--- src/rtl/cpu_types_pkg.sv ---
// Shared CPU datapath types: machine word, register selector and the IF/ID queue entry.
package cpu_types_pkg;

  localparam int unsigned WORD_BITS = 32;
  localparam int unsigned REG_BITS  = 5;

  typedef logic [WORD_BITS-1:0] word_t;
  typedef logic [REG_BITS-1:0]  regbits_t;

  typedef struct packed {
    word_t    instr;
    word_t    npc;
    regbits_t rsel1;
    regbits_t rsel2;
  } ifid_entry_t;

endpackage

--- src/rtl/ifid_queue_if.sv ---
// Fetch/decode handshake bundle around the IF/ID queue; modports are seen from the queue side.
interface ifid_queue_if;
  import cpu_types_pkg::*;

  logic        if_valid;
  logic        if_ready;
  ifid_entry_t if_entry;
  logic        id_valid;
  logic        id_ready;
  ifid_entry_t id_entry;

  modport fetch (input if_valid, input if_entry, output if_ready);
  modport decode (output id_valid, output id_entry, input id_ready);

endinterface

--- src/rtl/ifid_queue_ctrl.sv ---
// Pointer/occupancy control for the IF/ID queue: handshakes, full/empty and flush priority.
module ifid_queue_ctrl #(
  parameter int unsigned DEPTH = 4,
  parameter int unsigned PTR_W = $clog2(DEPTH)
) (
  input  logic             CLK,
  input  logic             RST,
  input  logic             flush,
  ifid_queue_if.fetch      fetch_bus,
  ifid_queue_if.decode     decode_bus,
  output logic             wr_en,
  output logic [PTR_W-1:0] wptr,
  output logic [PTR_W-1:0] rptr,
  output logic [PTR_W:0]   count
);

  localparam int unsigned CNT_W = PTR_W + 1;
  localparam logic [CNT_W-1:0] FULL_CNT = CNT_W'(DEPTH);

  logic             ready_q;
  logic [PTR_W-1:0] wptr_q;
  logic [PTR_W-1:0] rptr_q;
  logic [CNT_W-1:0] count_q;
  logic             push;
  logic             pop;

  // if_ready comes from registers only, so a full queue never accepts on a same-cycle pop.
  assign fetch_bus.if_ready  = ready_q && (count_q != FULL_CNT);
  assign decode_bus.id_valid = (count_q != '0);

  assign push = fetch_bus.if_valid && fetch_bus.if_ready && !flush;
  assign pop  = decode_bus.id_valid && decode_bus.id_ready && !flush;

  always_ff @(posedge CLK or posedge RST) begin
    if (RST) begin
      ready_q <= 1'b0;
      wptr_q  <= '0;
      rptr_q  <= '0;
      count_q <= '0;
    end else begin
      ready_q <= 1'b1;
      if (flush) begin
        wptr_q  <= '0;
        rptr_q  <= '0;
        count_q <= '0;
      end else begin
        if (push) wptr_q <= wptr_q + 1'b1;
        if (pop)  rptr_q <= rptr_q + 1'b1;
        case ({push, pop})
          2'b10:   count_q <= count_q + 1'b1;
          2'b01:   count_q <= count_q - 1'b1;
          default: count_q <= count_q;
        endcase
      end
    end
  end

  assign wr_en = push;
  assign wptr  = wptr_q;
  assign rptr  = rptr_q;
  assign count = count_q;

endmodule

--- src/rtl/ifid_queue.sv ---
// DEPTH-entry in-order IF/ID instruction queue; register selects are captured at enqueue and an
// empty queue presents an all-zero bubble to decode.
module ifid_queue
  import cpu_types_pkg::*;
#(
  parameter int unsigned DEPTH  = 4,
  parameter int unsigned WORD_W = 32,
  parameter int unsigned RSEL_W = 5,
  parameter int unsigned RS_LSB = 21,
  parameter int unsigned RT_LSB = 16
) (
  input  logic                     CLK,
  input  logic                     RST,
  input  logic                     if_valid,
  output logic                     if_ready,
  input  logic [WORD_W-1:0]        if_instr,
  input  logic [WORD_W-1:0]        if_npc,
  output logic                     id_valid,
  input  logic                     id_ready,
  output logic [WORD_W-1:0]        id_instr,
  output logic [WORD_W-1:0]        id_npc,
  output logic [RSEL_W-1:0]        id_rsel1,
  output logic [RSEL_W-1:0]        id_rsel2,
  input  logic                     flush,
  output logic [$clog2(DEPTH):0]   count
);

  localparam int unsigned PTR_W = $clog2(DEPTH);

  ifid_queue_if bus ();

  ifid_entry_t      mem [DEPTH];
  logic             wr_en;
  logic [PTR_W-1:0] wptr;
  logic [PTR_W-1:0] rptr;

  assign bus.if_valid = if_valid;
  assign bus.if_entry = '{
    instr: if_instr,
    npc:   if_npc,
    rsel1: if_instr[RS_LSB +: RSEL_W],
    rsel2: if_instr[RT_LSB +: RSEL_W]
  };
  assign bus.id_ready = id_ready;

  ifid_queue_ctrl #(
    .DEPTH (DEPTH),
    .PTR_W (PTR_W)
  ) u_ctrl (
    .CLK        (CLK),
    .RST        (RST),
    .flush      (flush),
    .fetch_bus  (bus.fetch),
    .decode_bus (bus.decode),
    .wr_en      (wr_en),
    .wptr       (wptr),
    .rptr       (rptr),
    .count      (count)
  );

  // Storage needs no reset: nothing is read until count says the slot was written.
  always_ff @(posedge CLK) begin
    if (wr_en) mem[wptr] <= bus.if_entry;
  end

  always_comb begin
    bus.id_entry = '0;
    if (bus.id_valid) bus.id_entry = mem[rptr];
  end

  assign if_ready = bus.if_ready;
  assign id_valid = bus.id_valid;
  assign id_instr = bus.id_entry.instr;
  assign id_npc   = bus.id_entry.npc;
  assign id_rsel1 = bus.id_entry.rsel1;
  assign id_rsel2 = bus.id_entry.rsel2;

endmodule

--- config.mk ---
export PLATFORM = sky130hd
export DESIGN_NAME = ifid_queue
export DESIGN_NICKNAME = d
export VERILOG_FILES = /design/src/rtl/cpu_types_pkg.sv /design/src/rtl/ifid_queue_if.sv /design/src/rtl/ifid_queue_ctrl.sv /design/src/rtl/ifid_queue.sv
export SDC_FILE = /design/constraint.sdc
export NUM_CORES = 1
export LEC_CHECK = 0
export CAP_MARGIN = 10
export CORE_ASPECT_RATIO = 0.6
export CORE_UTILIZATION = 54
export DETAILED_ROUTE_END_ITERATION = 10
export HOLD_SLACK_MARGIN = 0.02
export PLACE_DENSITY_LB_ADDON = 0.05
export SYNTH_ARGS = -nofsm -noshare
export SYNTH_HDL_FRONTEND = slang
export SYNTH_SLANG_ARGS = --single-unit
--- constraint.sdc ---
create_clock -name CLK -period 3.7 [get_ports CLK]
set_input_delay 0.555 -clock CLK [delete_from_list [all_inputs] [get_ports CLK]]
set_output_delay 0.555 -clock CLK [all_outputs]
set_load 0.01 [all_outputs]
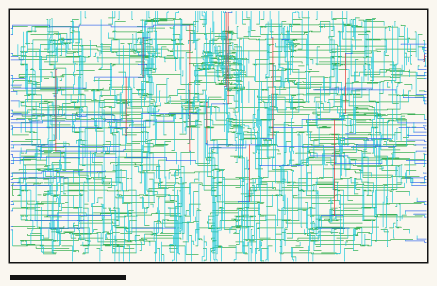
metal_stack.png
Bar = 50 um.
Key: met4 = red [wire length 359 um]; met3 = blue [wire length 1260 um]; met1 = green [wire length 7990 um]; met2 = cyan [wire length 8900 um]

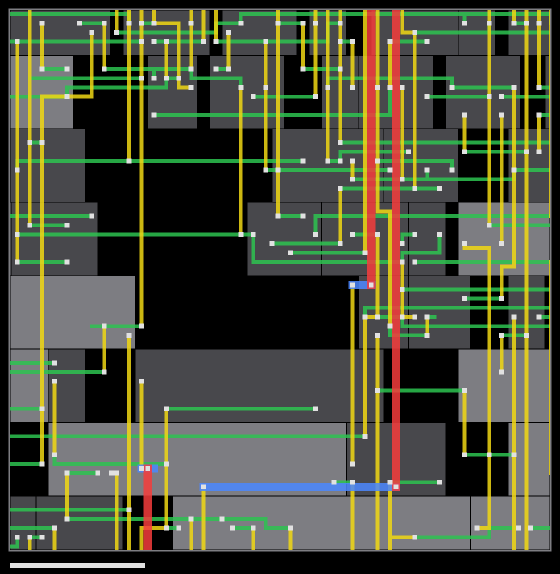
zoom.png
Bar = 5 um. Window x 80 to 100, y 66 to 86 um. Cells in grey, sequential cells in the stronger grey; small squares are vias.
Key: met3 = blue; met2 = yellow; met1 = green; met4 = red
27 logic cells have their middle in the window. Sequential cells in the window: 3. Most frequent: nor2_1 (4). Netlist names of flops here include `mem` (2), `u_ctrl.wptr` (1).

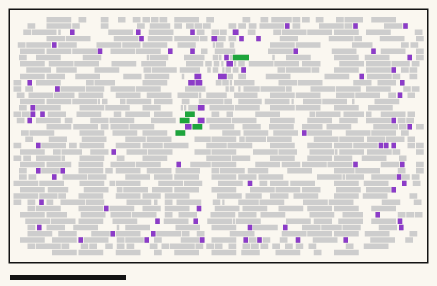
gate_families.png
Bar = 50 um.
Key: adder and majority cells = green [cells 5, most used ha_1, where centre]; AND and OR gates = purple [cells 76, most used and2_1, where spread over the die]

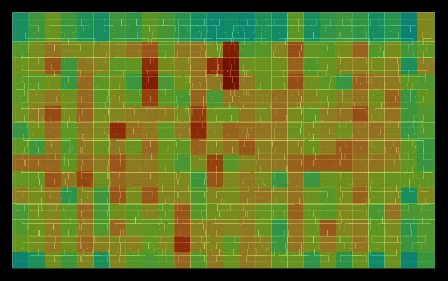
final_congestion.png
Most Crowded Layer GR: met2
met2 track demand over resource: 31.4%
wire per inst: 21.0 um
utilization of the core after routing: 69.7%

==> qor.txt <==
Die width: 180 um
Top sig layer: met4
Power drawn by the combinational cells: 0.00276 W
Well Taps: 240
Total routing usage reported by global routing: 19.4%
Status: finished clean
Inverter tally of the final layout excluding the clock network: 3
TritonCTS Buffers: 24
Floorplan Nets: 548
Final Max-Slew Violation Tally: 0
Clock-pin slew on the worst setup and hold paths: 0.06 ns
Most common cell in the netlist: sky130_fd_sc_hd__edfxtp_1
Bufs w/o clock: 159
Slew at the pin closest to its max-slew limit: 1.08 ns
Worst max-slew margin expressed relative to the limit: 28.0%
Simple-gate share of the synthesized area: 5.36%
Number of placed cells counting well taps: 841
Finish-stage setup viols: 0
Comb area leader: multiplexers
FF-to-FF path depth: 7
Synth top area cells: sky130_fd_sc_hd__edfxtp_1 75%, sky130_fd_sc_hd__mux4_2 14%, sky130_fd_sc_hd__and2_1 4.3%, sky130_fd_sc_hd__dfrtp_1 1.9%, sky130_fd_sc_hd__buf_4 0.80%
Source-to-sink clock delay at the later pin of the worst-skew pair: 0.50 ns
Deepest clock path buffer count: 3
Fraction of area in registers: 61.7%
Routed wl met3: 1260 um
Kind of cell adding the most delay to the critical path: simple AND/OR/NAND/NOR gates
Switching share of power: 26.2%
Switching power total: 0.00225 W
Remaining global-route overflow: 0
Synth Area per Inst: 21.7 um^2
Worst Setup EP: id_instr[6]
Clock distribution area overhead in the final layout: 5.86%
Cell count after synthesis: 474
Combinational fraction of the cell area: 17.4%
Post-synthesis instance area: 10300 um^2
Adder-cell share of the synthesized area: 0.681%
Power is estimated from default activity; no workload was simulated.
